==> run_1/met2.png <==
Scale: 3 px per um.
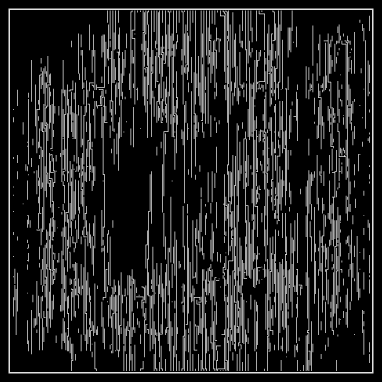
==> run_1/registers.png <==
Scale: 3 px per um. Other sequential cells in the stronger grey, the rest of the logic in the fainter grey.
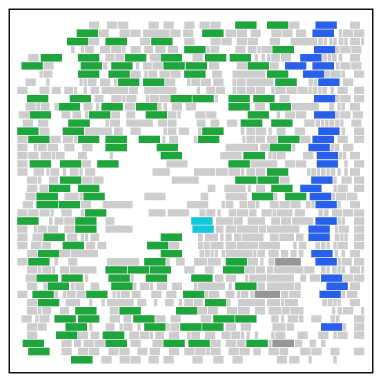
==> run_1/drive_strength.png <==
Scale: 4 px per um.
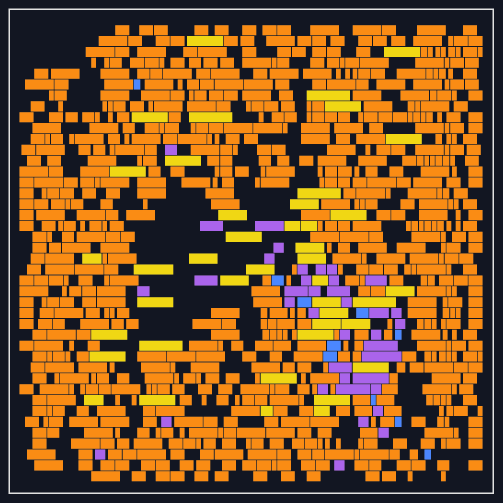
## config.mk

```make
export PLATFORM = sky130hd
export DESIGN_NAME = axi_write_receiver
export DESIGN_NICKNAME = d
export VERILOG_FILES = /design/src/rtl/axi_write_receiver.sv
export SDC_FILE = /design/constraint.sdc
export NUM_CORES = 1
export LEC_CHECK = 0
export CORE_MARGIN = 2
export CORE_UTILIZATION = 43
export CTS_CLUSTER_SIZE = 8
export DETAILED_ROUTE_END_ITERATION = 10
export PLACE_DENSITY = 0.77
export REMOVE_ABC_BUFFERS = 1
export SLEW_MARGIN = 20
export SYNTH_ARGS = -nofsm -noshare
export SYNTH_HDL_FRONTEND = slang
export SYNTH_SLANG_ARGS = --single-unit
```

## constraint.sdc

```tcl
create_clock -name clk -period 1.95 [get_ports clk]
set_input_delay 0.39 -clock clk [delete_from_list [all_inputs] [get_ports clk]]
set_output_delay 0.39 -clock clk [all_outputs]
set_load 0.03 [all_outputs]
```

## src/rtl/axi_write_receiver.sv

```systemverilog
// axi_write_receiver: slave end of the write-buffer bursts. It accepts one
// address, collects BEATS 32-bit beats into a cache line, hands the line to
// the sink over a valid/ready port, then returns a write response.
// Optional byte strobes are enabled by defining WRITE_RECV_WSTRB_EN, which
// adds the wstrb input and the line_mask output.
module axi_write_receiver #(
    parameter int offset_width = 2,
    parameter int ADDR_W       = 32
) (
    input  logic                            clk,
    input  logic                            rst,
`ifdef WRITE_RECV_WSTRB_EN
    input  logic [3:0]                      wstrb,
    output logic [(1<<offset_width)*4-1:0]  line_mask,
`endif
    input  logic [ADDR_W-1:0]               awaddr,
    input  logic                            awvalid,
    output logic                            awready,
    input  logic [31:0]                     wdata,
    input  logic                            wvalid,
    output logic                            wready,
    input  logic                            wlast,
    output logic                            bvalid,
    input  logic                            bready,
    output logic [1:0]                      bresp,
    output logic [ADDR_W-1:0]               line_addr,
    output logic [(1<<offset_width)*32-1:0] line_data,
    output logic                            line_valid,
    input  logic                            line_ready
);

    localparam int BEATS    = 1 << offset_width;
    localparam int WORD     = BEATS * 32;
    localparam int OFF_BITS = offset_width + 2;
    localparam logic [ADDR_W-1:0] OFF_MASK = ADDR_W'((1 << OFF_BITS) - 1);
    localparam logic [offset_width-1:0] LAST_CNT = offset_width'(BEATS - 1);

    typedef enum logic [1:0] {
        S_IDLE,
        S_DATA,
        S_DELIVER,
        S_RESP
    } state_t;

    state_t                  state_q, state_d;
    logic [offset_width-1:0] cnt_q, cnt_d;
    logic                    err_q, err_d;
    logic [ADDR_W-1:0]       addr_q, addr_d;
    logic [WORD-1:0]         data_q, data_d;
    logic [31:0]             beat_data;
`ifdef WRITE_RECV_WSTRB_EN
    logic [BEATS*4-1:0]      mask_q, mask_d;
`endif

    // State and datapath registers with synchronous reset
    always_ff @(posedge clk) begin
        if (rst) begin
            state_q <= S_IDLE;
            cnt_q   <= '0;
            err_q   <= 1'b0;
            addr_q  <= '0;
            data_q  <= '0;
`ifdef WRITE_RECV_WSTRB_EN
            mask_q  <= '0;
`endif
        end else begin
            state_q <= state_d;
            cnt_q   <= cnt_d;
            err_q   <= err_d;
            addr_q  <= addr_d;
            data_q  <= data_d;
`ifdef WRITE_RECV_WSTRB_EN
            mask_q  <= mask_d;
`endif
        end
    end

    // Next-state and line assembly
    always_comb begin
        state_d = state_q;
        cnt_d   = cnt_q;
        err_d   = err_q;
        addr_d  = addr_q;
        data_d  = data_q;
`ifdef WRITE_RECV_WSTRB_EN
        mask_d  = mask_q;
        beat_data = '0;
        for (int unsigned b = 0; b < 4; b++) begin
            if (wstrb[b]) beat_data[b*8 +: 8] = wdata[b*8 +: 8];
        end
`else
        beat_data = wdata;
`endif
        case (state_q)
            S_IDLE: begin
                if (awvalid) begin
                    addr_d  = awaddr & ~OFF_MASK;
                    err_d   = |awaddr[OFF_BITS-1:0];
                    data_d  = '0;
                    cnt_d   = '0;
`ifdef WRITE_RECV_WSTRB_EN
                    mask_d  = '0;
`endif
                    state_d = S_DATA;
                end
            end
            S_DATA: begin
                if (wvalid) begin
                    for (int unsigned i = 0; i < BEATS; i++) begin
                        if (cnt_q == offset_width'(i)) begin
                            data_d[i*32 +: 32] = beat_data;
`ifdef WRITE_RECV_WSTRB_EN
                            mask_d[i*4 +: 4] = wstrb;
`endif
                        end
                    end
                    // Final slot ends the burst whatever wlast says; an early
                    // wlast ends it short. Either irregularity flags an error.
                    if (cnt_q == LAST_CNT) begin
                        if (!wlast) err_d = 1'b1;
                        state_d = S_DELIVER;
                    end else if (wlast) begin
                        err_d   = 1'b1;
                        state_d = S_DELIVER;
                    end else begin
                        cnt_d = cnt_q + 1'b1;
                    end
                end
            end
            S_DELIVER: begin
                if (line_ready) state_d = S_RESP;
            end
            S_RESP: begin
                if (bready) begin
                    err_d   = 1'b0;
                    state_d = S_IDLE;
                end
            end
            default: state_d = S_IDLE;
        endcase
    end

    // Outputs decoded from registered state only
    always_comb begin
        awready    = (state_q == S_IDLE);
        wready     = (state_q == S_DATA);
        line_valid = (state_q == S_DELIVER);
        bvalid     = (state_q == S_RESP);
        bresp      = (state_q == S_RESP && err_q) ? 2'b10 : 2'b00;
        line_addr  = addr_q;
        line_data  = data_q;
`ifdef WRITE_RECV_WSTRB_EN
        line_mask  = mask_q;
`endif
    end

endmodule

```

==> run_results.csv, run 1 <==
group,metric,value,unit
run_status,result_of_the_run,"complete, no violations",
worst_setup_path,cp-end-kind,"flip-flop",
placement,place_hpwl,12700,um
timing,fin_skew,12.2,ps
placement,place.detailed.instances,967,
detailed_routing,drc,0,
timing,tightest_slew,670,ps
logic_synthesis,synth_chip_area,5850,sq um
detailed_routing,wirelength_met1,8010,um
logic_synthesis,ys.flops,161,
timing,hold_viol,0,
timing,setup_total_negative_slack,0,ps
final_layout,fillers,1005,
floorplanning,chip_area,14600,sq um
clock_tree,ctsHtreeMaxLevel,4,
final_layout,final_design_area_no_fill,9290,sq um
clock_tree,cts-root-to-sink-buffers,2,
detailed_routing,routed-wl-met2,9640,um
logic_synthesis,synth.cell_area,5850,sq um
worst_setup_path,cp_data_required_time,2310,ps
logic_synthesis,synth.largest_area_cell,"sky130_fd_sc_hd__dfxtp_1",
worst_setup_path,r2r-end,"line_data[52]$_SDFFE_PP0P_",
logic_synthesis,synth-edff-count,0,
clock_tree,clk-insertion-delay-late,430,ps
timing,relative_slew_slack,0.552,
grt,top_usage_layer_grt,"met2",
clock_tree,clock_tree_from_tritoncts,"done",
detailed_routing,dr.max_layer_used,"met4",
worst_setup_path,r2r_slack,40,ps
logic_synthesis,synthCells,590,
worst_setup_path,worstPathMaxFanout,10,
grt,gr-usage-all-layers,0.265,
timing,setup-violations-final,0,
About met2.png:
nets with wire on the layer: 797
share of all routed wire: 49%
detailed-route via count: 5758
GR met2 Demand/Resource: 0.439
Routed WL: 19800 um

About registers.png:
[blue] `line_addr` | sequential cells: 28
[cyan] `cnt_q` | sequential cells: 2
[green] `line_data` | sequential cells: 128
not coloured: 3
utilization after layout: 0.702
Seq group: 4.34 mW

About drive_strength.png:
[purple] drive 3 to 4 | cells: 38 | share: 4.6%
[yellow] drive 6 and up | cells: 42 | share: 5.0%
[orange] drive 1 or less | cells: 743 | share: 89%
[blue] drive 2 | cells: 10 | share: 1.2%
worst-case setup margin in the final layout: 44.8 ps
area overhead of the layout relative to synthesis: 58.8%

run 1: registers in the layout, summed over array words and instances (netlist names):
name and flops:
state_q 2, line_addr 28, cnt_q 2, err_q 1, line_data 128
run 1: layout make-up:
type | count | share of cell area
inverters | 6 | 0.00242
clock buffers | 21 | 0.0496
flip-flops and latches | 161 | 0.348
well taps | 176 | 0.0237
clock inverters | 11 | 0.0217
multi-input cells | 366 | 0.259
repair buffers | 268 | 0.296
run 1: cells by family (layout without fill, tap and decap cells):
group	after synthesis	after routing	synth area share
other	1	5	0.000641
AND-OR/OR-AND	172	174	0.246
adder cells (fa/ha/maj)	10	10	0.0214
AND/OR/NAND/NOR	174	174	0.118
multiplexers	3	3	0.00599
buffers and inverters	69	306	0.0569
flip-flops	161	161	0.551
run 1: what timing repair did:
action                                 in CTS  in global routing
gates cloned                                3                  0
setup buffers                               2                  5
endpoints found under the hold margin       0                  0
gates resized                              18                  8
pin swaps                                   1                  1
hold buffers                                0                  0
setup endpoints to repair                  92                 85
run 1: how the worst max path moves through the flow:
stage / end
global route: line_data[52]$_SDFFE_PP0P_
floorplan: line_data[0]$_SDFFE_PP0P_
detailed placement: line_data[70]$_SDFFE_PP0P_
global placement: line_data[7]$_SDFFE_PP0P_
CTS: line_data[32]$_SDFFE_PP0P_
finish: line_data[52]$_SDFFE_PP0P_
run 1: where the power goes:
group	switching, mW	internal (mW)
Sequential	0.388	3.96
Clock	1.33	2.36
Combinational	4.30	2.80
run 1: critical path, stage by stage, from the launching register on:
cell	delay [ps]
sky130_fd_sc_hd__dfxtp_4	360
sky130_fd_sc_hd__inv_1	50
sky130_fd_sc_hd__ha_1	230
sky130_fd_sc_hd__buf_4	160
sky130_fd_sc_hd__mux2_4	330
sky130_fd_sc_hd__buf_12	140
sky130_fd_sc_hd__a21oi_4	190
sky130_fd_sc_hd__buf_12	130
sky130_fd_sc_hd__buf_12	130
sky130_fd_sc_hd__a32o_1	130
run 1: cells in the final DEF (no fill, tap or decap), types with 2 or more instances in the layout:
cell type,instances
sky130_fd_sc_hd__a21bo_2,3
sky130_fd_sc_hd__a21oi_1,30
sky130_fd_sc_hd__a21oi_4,5
sky130_fd_sc_hd__a32o_1,32
sky130_fd_sc_hd__a32oi_1,96
sky130_fd_sc_hd__and2_1,2
sky130_fd_sc_hd__buf_12,12
sky130_fd_sc_hd__buf_2,2
sky130_fd_sc_hd__buf_4,23
sky130_fd_sc_hd__buf_6,3
sky130_fd_sc_hd__bufinv_16,5
sky130_fd_sc_hd__clkbuf_1,2
sky130_fd_sc_hd__clkbuf_16,17
sky130_fd_sc_hd__clkbuf_8,2
sky130_fd_sc_hd__clkdlybuf4s50_1,225
sky130_fd_sc_hd__clkinv_4,3
sky130_fd_sc_hd__conb_1,5
sky130_fd_sc_hd__dfxtp_1,159
sky130_fd_sc_hd__dfxtp_4,2
sky130_fd_sc_hd__ha_1,9
sky130_fd_sc_hd__inv_1,5
sky130_fd_sc_hd__mux2i_1,2
sky130_fd_sc_hd__nand2_1,64
sky130_fd_sc_hd__nand2b_1,2
sky130_fd_sc_hd__nand3_1,2
sky130_fd_sc_hd__nor2_1,98
sky130_fd_sc_hd__nor2b_1,3
==> run_1/final_congestion.png <==
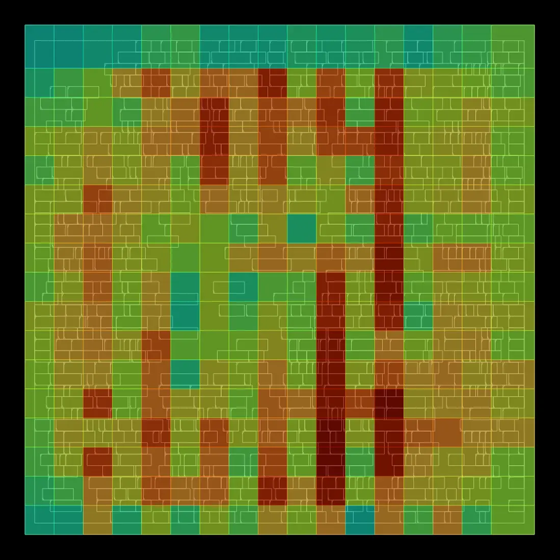

==> run 2: changes to the inputs <==
--- a/config.mk
+++ b/config.mk
@@ -9,9 +9,9 @@
 export CORE_UTILIZATION = 43
 export CTS_CLUSTER_SIZE = 8
 export DETAILED_ROUTE_END_ITERATION = 10
-export PLACE_DENSITY = 0.77
+export PLACE_DENSITY_LB_ADDON = 0.12
 export REMOVE_ABC_BUFFERS = 1
-export SLEW_MARGIN = 20
+export SLEW_MARGIN = 10
 export SYNTH_ARGS = -nofsm -noshare
 export SYNTH_HDL_FRONTEND = slang
 export SYNTH_SLANG_ARGS = --single-unit
==> constraint.sdc (replaced) <==
create_clock -name clk -period 1.9 [get_ports clk]
set_input_delay 0.38 -clock clk [delete_from_list [all_inputs] [get_ports clk]]
set_output_delay 0.38 -clock clk [all_outputs]
set_load 0.03 [all_outputs]
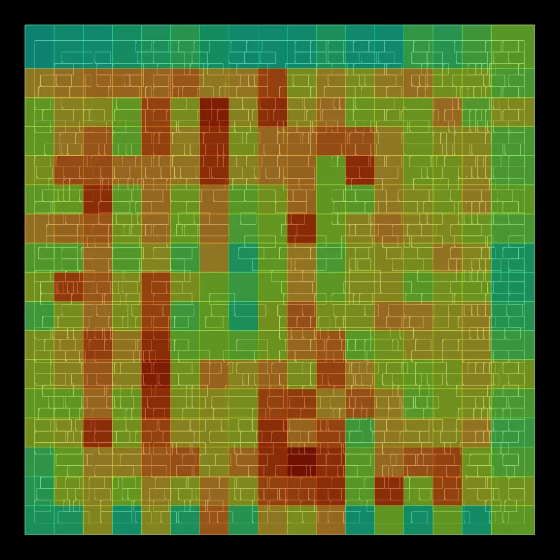
(run_2/final_congestion.png)
Top Usage Layer GRT: met2
routed wire length per instance: 19.4 um
GRT met3 Usage: 0.0939
met1 Usage GRT: 0.320
utilization after layout: 0.699

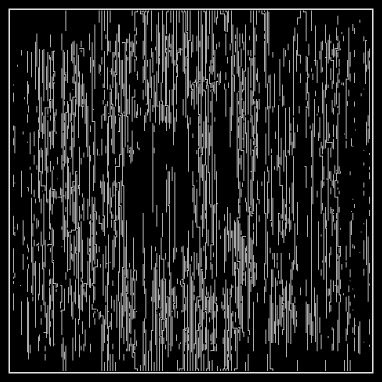
(run_2/met2.png)
Scale: 3 px per um.
Routed WL: 19700 um
detailed-route via count: 5695
GR met2 Demand/Resource: 0.436

==> run_results.csv, run 2 <==
group,metric,value,unit
run_status,result_of_the_run,"complete, no violations",
logic_synthesis,yosysCellCount,590,
timing,fin_skew,5.82,ps
timing,hold_viol,0,
clock_tree,ctsHtreeMaxLevel,4,
clock_tree,clock_tree_from_tritoncts,"done",
final_layout,lay_top_count,"sky130_fd_sc_hd__clkdlybuf4s50_1",
power_and_ir_drop,switching_share,0.412,
logic_synthesis,synthCells,590,
final_layout,flow.area_growth_from_synthesis,58.3,%
worst_setup_path,worstPathMaxFanout,2,
final_layout,largest_register_ff_count,128,
logic_synthesis,synth.largest_area_cell,"sky130_fd_sc_hd__dfxtp_1",
power_and_ir_drop,p_int,8.77,mW
detailed_routing,wirelength_met1,8230,um
logic_synthesis,synth_chip_area,5850,sq um
logic_synthesis,synth-edff-count,0,
worst_setup_path,worstPathBufferInverterCount,1,
detailed_routing,drc,0,
detailed_routing,routed-wl-met2,9550,um
worst_setup_path,cpPeakStageDelay,700,ps
floorplanning,chip_area,14600,sq um
worst_setup_path,cp_slowest_cell,"sky130_fd_sc_hd__clkdlybuf4s50_1",
logic_synthesis,ys.flops,161,
placement,place_hpwl,12400,um
power_and_ir_drop,seq_power_share,0.296,
timing,setup-violations-final,0,
clock_tree,clk-insertion-delay-late,420,ps
timing,setup_total_negative_slack,0,ps
logic_synthesis,dominantRegCellSynth,"sky130_fd_sc_hd__dfxtp_1",
final_layout,most_frequently_placed_logic_cells_in_the_final_layout,"sky130_fd_sc_hd__clkdlybuf4s50_1, sky130_fd_sc_hd__dfxtp_1, sky130_fd_sc_hd__nor2_1, sky130_fd_sc_hd__a32oi_1, sky130_fd_sc_hd__nand2_1",
grt,gr-usage-all-layers,0.260,
worst_setup_path,critical_path.cell_chain,"clkdlybuf4s50_1",
timing,worst_case_setup_margin_in_the_final_layout,18.0,ps
floorplanning,fp_util,0.442,
power_and_ir_drop,share_comb_of_total_power,0.500,
[run 2: cell counts after synthesis]
No cell type changed its count.
[run 2: stage by stage]
stage	area, sq um	util
6_report	9260	0.699
5_1_grt	9260	0.699
4_1_cts	9100	0.687
3_5_place_dp	8540	0.645
3_3_place_gp	8540	0.645
2_1_floorplan	5560	-
[run 2: power by group through the flow]
stage | combinational, mW | clock, mW | sequential [mW]
2_1_floorplan | 2.20 | 0 | 5.49
3_3_place_gp | 6.87 | 0 | 4.45
3_5_place_dp | 7.00 | 0 | 4.47
4_1_cts | 7.13 | 3.09 | 4.41
5_1_grt | 7.87 | 3.24 | 4.49
6_report | 7.46 | 3.04 | 4.42
[run 2: worst paths after layout]
kind / slack (ps) / cells past startpoint / to
min reg2reg: 450 / 2 / line_addr[9]$_SDFFE_PP0P_
max reg2reg: 40 / 9 / line_data[63]$_SDFFE_PP0P_
max: 20 / 1 / line_data[21]
min: 240 / 2 / cnt_q[0]$_SDFFE_PP0P_
[run 2: cell families after synthesis]
| kind of cell | count (synthesis) | synth area share |
|---|---|---|
| DFF | 161 | 0.551 |
| other | 1 | 0.000641 |
| and+or+nand+nor | 174 | 0.118 |
| adders and majority gates | 10 | 0.0214 |
| AOI/OAI and AO/OA | 172 | 0.246 |
| buffers and inverters | 69 | 0.0569 |
| muxes | 3 | 0.00599 |
[run 2: timing repair]
| action | CTS | global route |
|---|---|---|
| cloned | 2 | 2 |
| pin swaps | 0 | 2 |
| endpoints found under the setup margin | 55 | 90 |
| setup buffers | 0 | 8 |
| hold buffers | 0 | 0 |
| gates resized | 19 | 20 |
[run 2: layer usage]
| metal | vias up | track usage |
|---|---|---|
| met5 | - | 0 |
| met4 | 0 | 0.0610 |
| met3 | 15 | 0.0939 |
| met2 | 262 | 0.436 |
| met1 | 2758 | 0.320 |
| li1 | 2660 | - |
[run 2: final cells by class]
cell class	count	area (sq um)	share of cell area
multi-input cells	366	2400	0.260
inverters	6	22.5	0.00243
well taps	176	220	0.0238
repair buffers	277	2870	0.310
clock inverters	9	61.3	0.00662
clock buffers	21	460	0.0497
flip-flops and latches	161	3220	0.348
Power and IR drop assume default switching activity.
